Figure 1. Placement density heat map.
6 x 9 tiles, from black (low) to pale yellow (high), 0 to 100% covered.
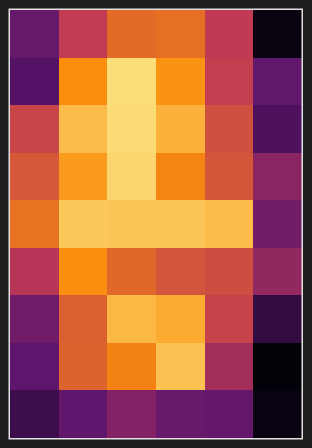
Figure 2. Placement by cell class.
The bar under the picture is 20 µm long. Fill, decap, tap and diode cells in gray.
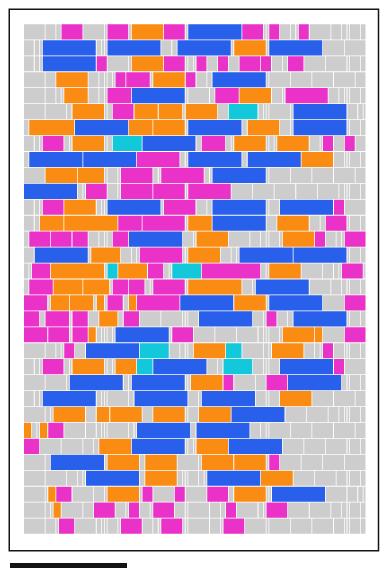
Figure 3. Routing congestion.
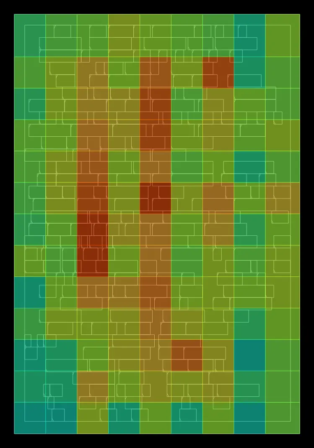
**src/rtl/pc_frame_return_unit_pkg.sv**
```systemverilog
// Frame constants and types shared by the return-frame reader and the
// execute-memory push path, so both sides agree on the layout.
// Frame layout: the high word is pushed first, so it sits at the higher address.
// The low word sits at the next lower address.
// The {C,N,Z} flags live in the high word starting at FRAME_FLAG_LSB.
package pc_frame_return_unit_pkg;

    typedef enum logic [1:0] {
        IDLE     = 2'd0,
        POP_LO   = 2'd1,
        POP_HI   = 2'd2,
        REDIRECT = 2'd3
    } frame_state_e;

    // Lowest flag bit position within the high frame word.
    localparam int FRAME_FLAG_LSB = 13;

    // Flag field width and ordering {C,N,Z}, MSB first.
    localparam int FLAG_W     = 3;
    localparam int FLAG_C_OFS = 2;
    localparam int FLAG_N_OFS = 1;
    localparam int FLAG_Z_OFS = 0;

    // Word order: two words per frame, high word pushed first.
    localparam int FRAME_WORDS    = 2;
    localparam bit FRAME_HI_FIRST = 1'b1;

    typedef struct packed {
        logic c;
        logic n;
        logic z;
    } frame_flags_t;

endpackage

```
**src/rtl/pc_frame_return_unit_if.sv**
```systemverilog
// Execute-memory side bus of the return-frame reader: request pulses,
// data-memory read path, and the redirect / flag-restore results.
interface pc_frame_return_unit_if
    import pc_frame_return_unit_pkg::*;
#(
    parameter int DATA_W = 16
);
    logic                  i_ret;
    logic                  i_rti;
    logic                  i_hold;
    logic [DATA_W-1:0]     i_mem_data;
    logic                  o_pop;
    logic                  o_mem_read;
    logic                  o_stall;
    logic                  o_busy;
    logic                  o_pc_valid;
    logic [2*DATA_W-1:0]   o_pc_new;
    logic                  o_flags_valid;
    logic [FLAG_W-1:0]     o_flags;

    // Unit side
    modport slave (
        input  i_ret, i_rti, i_hold, i_mem_data,
        output o_pop, o_mem_read, o_stall, o_busy,
               o_pc_valid, o_pc_new, o_flags_valid, o_flags
    );

    // Pipeline side
    modport master (
        output i_ret, i_rti, i_hold, i_mem_data,
        input  o_pop, o_mem_read, o_stall, o_busy,
               o_pc_valid, o_pc_new, o_flags_valid, o_flags
    );
endinterface

```
**src/rtl/pc_frame_return_unit.sv**
```systemverilog
// Return-frame reader.
// It pops the low then the high PC word and rebuilds the return PC.
// It issues a one-cycle redirect strobe.
// Optional macro PC_FRAME_FLAG_RESTORE_EN: RTI also restores {C,N,Z} from the
// high word and masks those bits out of the returned PC.
// Without the macro, RTI behaves as RET.
module pc_frame_return_unit
    import pc_frame_return_unit_pkg::*;
#(
    parameter int DATA_W   = 16,
    parameter int FLAG_LSB = FRAME_FLAG_LSB
) (
    input  logic                   i_clk,
    input  logic                   i_reset,
    pc_frame_return_unit_if.slave  bus
);

    if (FLAG_LSB + FLAG_W > DATA_W) begin : g_bad_flag_lsb
        $error("FLAG_LSB leaves no room for the flag field in the high word");
    end

    frame_state_e       state_q;
    logic [DATA_W-1:0]  lo_q;       // low word captured in POP_LO
    logic [DATA_W-1:0]  hi_q;       // high PC half as presented on o_pc_new
    logic [DATA_W-1:0]  pc_lo_q;    // low PC half as presented on o_pc_new
    logic               pc_valid_q;
    logic               popping;

`ifdef PC_FRAME_FLAG_RESTORE_EN
    localparam logic [DATA_W-1:0] HI_PC_MASK =
        {{(DATA_W-FLAG_LSB){1'b0}}, {FLAG_LSB{1'b1}}};

    logic          is_rti_q;
    logic          flags_valid_q;
    frame_flags_t  flags_q;
`endif

    // Frame sequencer: the request latches the frame type, then two pops with hold backpressure, then one redirect cycle
    always_ff @(posedge i_clk or negedge i_reset) begin
        if (!i_reset) begin
            state_q       <= IDLE;
            lo_q          <= '0;
            hi_q          <= '0;
            pc_lo_q       <= '0;
            pc_valid_q    <= 1'b0;
`ifdef PC_FRAME_FLAG_RESTORE_EN
            is_rti_q      <= 1'b0;
            flags_valid_q <= 1'b0;
            flags_q       <= '0;
`endif
        end else begin
            pc_valid_q    <= 1'b0;
`ifdef PC_FRAME_FLAG_RESTORE_EN
            flags_valid_q <= 1'b0;
`endif
            case (state_q)
                IDLE: begin
                    if (bus.i_ret || bus.i_rti) begin
`ifdef PC_FRAME_FLAG_RESTORE_EN
                        is_rti_q <= bus.i_rti;
`endif
                        state_q  <= POP_LO;
                    end
                end
                POP_LO: begin
                    if (!bus.i_hold) begin
                        lo_q    <= bus.i_mem_data;
                        state_q <= POP_HI;
                    end
                end
                POP_HI: begin
                    if (!bus.i_hold) begin
                        pc_lo_q    <= lo_q;
                        pc_valid_q <= 1'b1;
                        state_q    <= REDIRECT;
`ifdef PC_FRAME_FLAG_RESTORE_EN
                        if (is_rti_q) begin
                            hi_q          <= bus.i_mem_data & HI_PC_MASK;
                            flags_q       <= frame_flags_t'(bus.i_mem_data[FLAG_LSB +: FLAG_W]);
                            flags_valid_q <= 1'b1;
                        end else begin
                            hi_q          <= bus.i_mem_data;
                        end
`else
                        hi_q       <= bus.i_mem_data;
`endif
                    end
                end
                REDIRECT: state_q <= IDLE;
                default:  state_q <= IDLE;
            endcase
        end
    end

    // Pop and read are gated combinationally by hold, so a held cycle never moves SP
    assign popping        = (state_q == POP_LO) || (state_q == POP_HI);
    assign bus.o_pop      = popping && !bus.i_hold;
    assign bus.o_mem_read = popping && !bus.i_hold;
    assign bus.o_busy     = (state_q != IDLE);
    // Request cycle stalls too; gated by reset so every output is low while reset is held
    assign bus.o_stall    = i_reset && (bus.o_busy || bus.i_ret || bus.i_rti);
    assign bus.o_pc_valid = pc_valid_q;
    assign bus.o_pc_new   = {hi_q, pc_lo_q};

`ifdef PC_FRAME_FLAG_RESTORE_EN
    assign bus.o_flags_valid = flags_valid_q;
    assign bus.o_flags       = flags_q;
`else
    assign bus.o_flags_valid = 1'b0;
    assign bus.o_flags       = '0;
`endif

endmodule

```
**src/flat_wrapper.sv**
```systemverilog
// flat-port wrapper written by rule: the top's interface ports become plain ports
module pc_frame_return_unit_flat import pc_frame_return_unit_pkg::*;
#(
    parameter int DATA_W   = 16,
    parameter int FLAG_LSB = FRAME_FLAG_LSB
)
  (i_clk, i_reset, bus_i_ret, bus_i_rti, bus_i_hold, bus_i_mem_data, bus_o_pop, bus_o_mem_read, bus_o_stall, bus_o_busy, bus_o_pc_valid, bus_o_pc_new, bus_o_flags_valid, bus_o_flags);
  pc_frame_return_unit_if #(.DATA_W(DATA_W)) bus_i ();
  input  logic i_clk;
  input  logic i_reset;
  input wire logic [$bits(bus_i.i_ret)-1:0] bus_i_ret;
  input wire logic [$bits(bus_i.i_rti)-1:0] bus_i_rti;
  input wire logic [$bits(bus_i.i_hold)-1:0] bus_i_hold;
  input wire logic [$bits(bus_i.i_mem_data)-1:0] bus_i_mem_data;
  output wire logic [$bits(bus_i.o_pop)-1:0] bus_o_pop;
  output wire logic [$bits(bus_i.o_mem_read)-1:0] bus_o_mem_read;
  output wire logic [$bits(bus_i.o_stall)-1:0] bus_o_stall;
  output wire logic [$bits(bus_i.o_busy)-1:0] bus_o_busy;
  output wire logic [$bits(bus_i.o_pc_valid)-1:0] bus_o_pc_valid;
  output wire logic [$bits(bus_i.o_pc_new)-1:0] bus_o_pc_new;
  output wire logic [$bits(bus_i.o_flags_valid)-1:0] bus_o_flags_valid;
  output wire logic [$bits(bus_i.o_flags)-1:0] bus_o_flags;
  assign bus_i.i_ret = bus_i_ret;
  assign bus_i.i_rti = bus_i_rti;
  assign bus_i.i_hold = bus_i_hold;
  assign bus_i.i_mem_data = bus_i_mem_data;
  assign bus_o_pop = bus_i.o_pop;
  assign bus_o_mem_read = bus_i.o_mem_read;
  assign bus_o_stall = bus_i.o_stall;
  assign bus_o_busy = bus_i.o_busy;
  assign bus_o_pc_valid = bus_i.o_pc_valid;
  assign bus_o_pc_new = bus_i.o_pc_new;
  assign bus_o_flags_valid = bus_i.o_flags_valid;
  assign bus_o_flags = bus_i.o_flags;
  pc_frame_return_unit #(.DATA_W(DATA_W), .FLAG_LSB(FLAG_LSB)) u_core (.i_clk(i_clk), .i_reset(i_reset), .bus(bus_i));
endmodule
```
**config.mk**
```make
export PLATFORM = sky130hd
export DESIGN_NAME = pc_frame_return_unit_flat
export DESIGN_NICKNAME = d
export VERILOG_FILES = /design/src/rtl/pc_frame_return_unit_pkg.sv /design/src/rtl/pc_frame_return_unit_if.sv /design/src/rtl/pc_frame_return_unit.sv /design/src/flat_wrapper.sv
export SDC_FILE = /design/constraint.sdc
export NUM_CORES = 1
export LEC_CHECK = 0
export ABC_CLOCK_PERIOD_IN_PS = 1490
export CORE_ASPECT_RATIO = 1.5
export CORE_MARGIN = 2
export CORE_UTILIZATION = 43
export CTS_BUF_LIST = sky130_fd_sc_hd__clkbuf_4 sky130_fd_sc_hd__clkbuf_8 sky130_fd_sc_hd__clkbuf_16
export DETAILED_ROUTE_END_ITERATION = 7
export GPL_TIMING_DRIVEN = 0
export PLACE_DENSITY = 0.78
export SLEW_MARGIN = 40
export SYNTH_ARGS = -nofsm -noshare
export SYNTH_HDL_FRONTEND = slang
export SYNTH_SLANG_ARGS = --single-unit
```
**constraint.sdc**
```tcl
create_clock -name i_clk -period 1.49 [get_ports i_clk]
set_clock_uncertainty 0.1 [all_clocks]
set_input_delay 0.3725 -clock i_clk [delete_from_list [all_inputs] [get_ports i_clk]]
set_output_delay 0.3725 -clock i_clk [all_outputs]
set_load 0.02 [all_outputs]
```
==> notes.md <==
Results of an implementation run.

The clock edge transition at the registers on the reported setup and hold paths is 0.09 ns. The number of setup buffers added after CTS is 13. The fraction of cell area in non-clock buffers is 26.40%. Per the Yosys statistics, synthesis produced 129 cells.

The cell count after synthesis came out at 129. The power attributed to the clock group is 796 µW. The routed via count divided by cell count is 4.642. After its last routability iteration, the placer logged a weighted congestion of 0.7106. The top layer reached by signal wires is met4. For the final routed database, the setup TNS stands at -11.90 ns. Global routing consumed, on the met1 layer, 21.02% of the routing resources. The post-synthesis chip area from yosys is 0.002227 mm².

The TritonCTS clock tree is built. After synthesis the netlist holds a flip-flop and latch count of 51. The floorplan report gives the top-level pin count as 62. The placed instances occupy a cell area of 0.002934 mm².

The switching component of the power was reported as 2.573 mW. The final worst setup slack is -0.3406 ns. After global routing, the most crowded layer is met2.

The floorplan die width is 62.76 µm. Ranked by power, first place goes to combinational cells. For reference, XOR and XNOR gates occupy 0% of the area reported after synthesis.

The total DRC errors in the routed layout is 0. Setup repair after global routing could not meet its margin everywhere. The die height is 92.14 µm. In this run the layout overhead on the synthesized area is reported as 45.56%. Counting flops with a built-in enable in the synthesized netlist gives 0. The type of the tightest min-delay check is input port to asynchronous set/reset pin. The maximum clock path buffer count is 2.

The cell count of the worst reg-to-reg path is 7. After floorplanning, the die was sized to cover 0.005783 mm². The largest individual stage delay along the critical path comes from the cell sky130_fd_sc_hd__dfrtp_1. The number of global-route vias before repair came to 1,492.

The worst hold slack is -0.1056 ns. Power attributed to combinational cells is 4.03 mW. The share of synthesized registers carrying an async set or reset is 100.0%. The total count of max-transition violations in the final report is 0. The clock drives 51 sinks. In the final report, the number of hold violations comes to 50.

The worst setup path startpoint is u_core.state_q[1]$_DFFE_PN0P_. The main area contributors are sky130_fd_sc_hd__dfrtp_1, sky130_fd_sc_hd__mux2_4, sky130_fd_sc_hd__mux2_2. Among the non-sequential cells, multiplexers take the most area.

The cell with the most instances on the worst path is sky130_fd_sc_hd__buf_6. The initial detailed-routing violation count is 39. The detailed placer reported the number of placed instances as 258. The final reports fail on hold timing, setup timing. The number of cells upsized or downsized after cts is 100. The script computed the net switching share of total power as 35.06%. For met3 alone, demand over resource in global routing was 4.049%. The area occupied by registers is 0.001276 mm². The worst register-to-register path has a setup slack of -0.29 ns. The most frequent cell after synthesis is sky130_fd_sc_hd__dfrtp_1. In the synthesized netlist, the cells that appear most often are sky130_fd_sc_hd__dfrtp_1, sky130_fd_sc_hd__mux2_4, sky130_fd_sc_hd__mux2_2. The sum of net half-perimeters after detailed placement is 3071 µm. In this run, the synthesized area fraction spent on and/or/nand/nor cells is recorded as 1.348%.

The critical path contains buffers and inverters numbering 3 combined. STA classifies the critical path endpoint as a primary output. OpenSTA, run right after detailed placement, puts the worst setup slack at -0.7383 ns. The largest delay contributor family on the critical path is flip-flops. Per the synthesis report, the dominant area consumer among library cells is sky130_fd_sc_hd__dfrtp_1. The layout cell share with drive strength beyond 1 is 58.53%.

The total global routing overflow is 0. The total power consumption of the routed design is 7.339 mW. The sequential power is 2.52 mW.

The first detailed-routing pass took 3 iterations. The clock network accounts for 10.8% of the total power. The number of diodes is 0. The number of maximum-capacitance violations recorded for the run is 0. The post-layout utilization of the core is 63.75%. The run finished, with violations left. The core utilization before placement is 43.80%. The highest attainable clock frequency is 546.3 MHz.

The OpenROAD report gives the critical path a required time of 1.02 ns. The capture point of the critical path is bus_o_pop. The end-of-flow timing check tallies setup violations at 54. For this run, the number of Yosys warnings is 0. The worst vdd rail ir drop is 1.288 mV. STA classifies the critical path startpoint as a flop.
-- Figure 1 (at the start) --
- nearly empty tiles: 1.9%
- mean over tiles: 55%
- tiles over 75% full: 30%
- fullest tile: 93%

-- Figure 2 (at the start) --
- other buffers and delay cells: magenta (cells 88)
- clock drivers and dummy loads: cyan (cells 8)
- combinational and other logic: orange (cells 70)
- flops: blue (cells 51)
row count: 32
Core Box Area: 0.005085 mm²
post-layout instance area: 0.003242 mm²
sequential fraction of total cell area: 39.37%

-- Figure 3 (at the start) --
met2 track utilization from global routing: 31.63%
overall track demand over capacity in global routing: 17.81%

Power figures rest on the tool's default switching activity, not on a simulated workload.
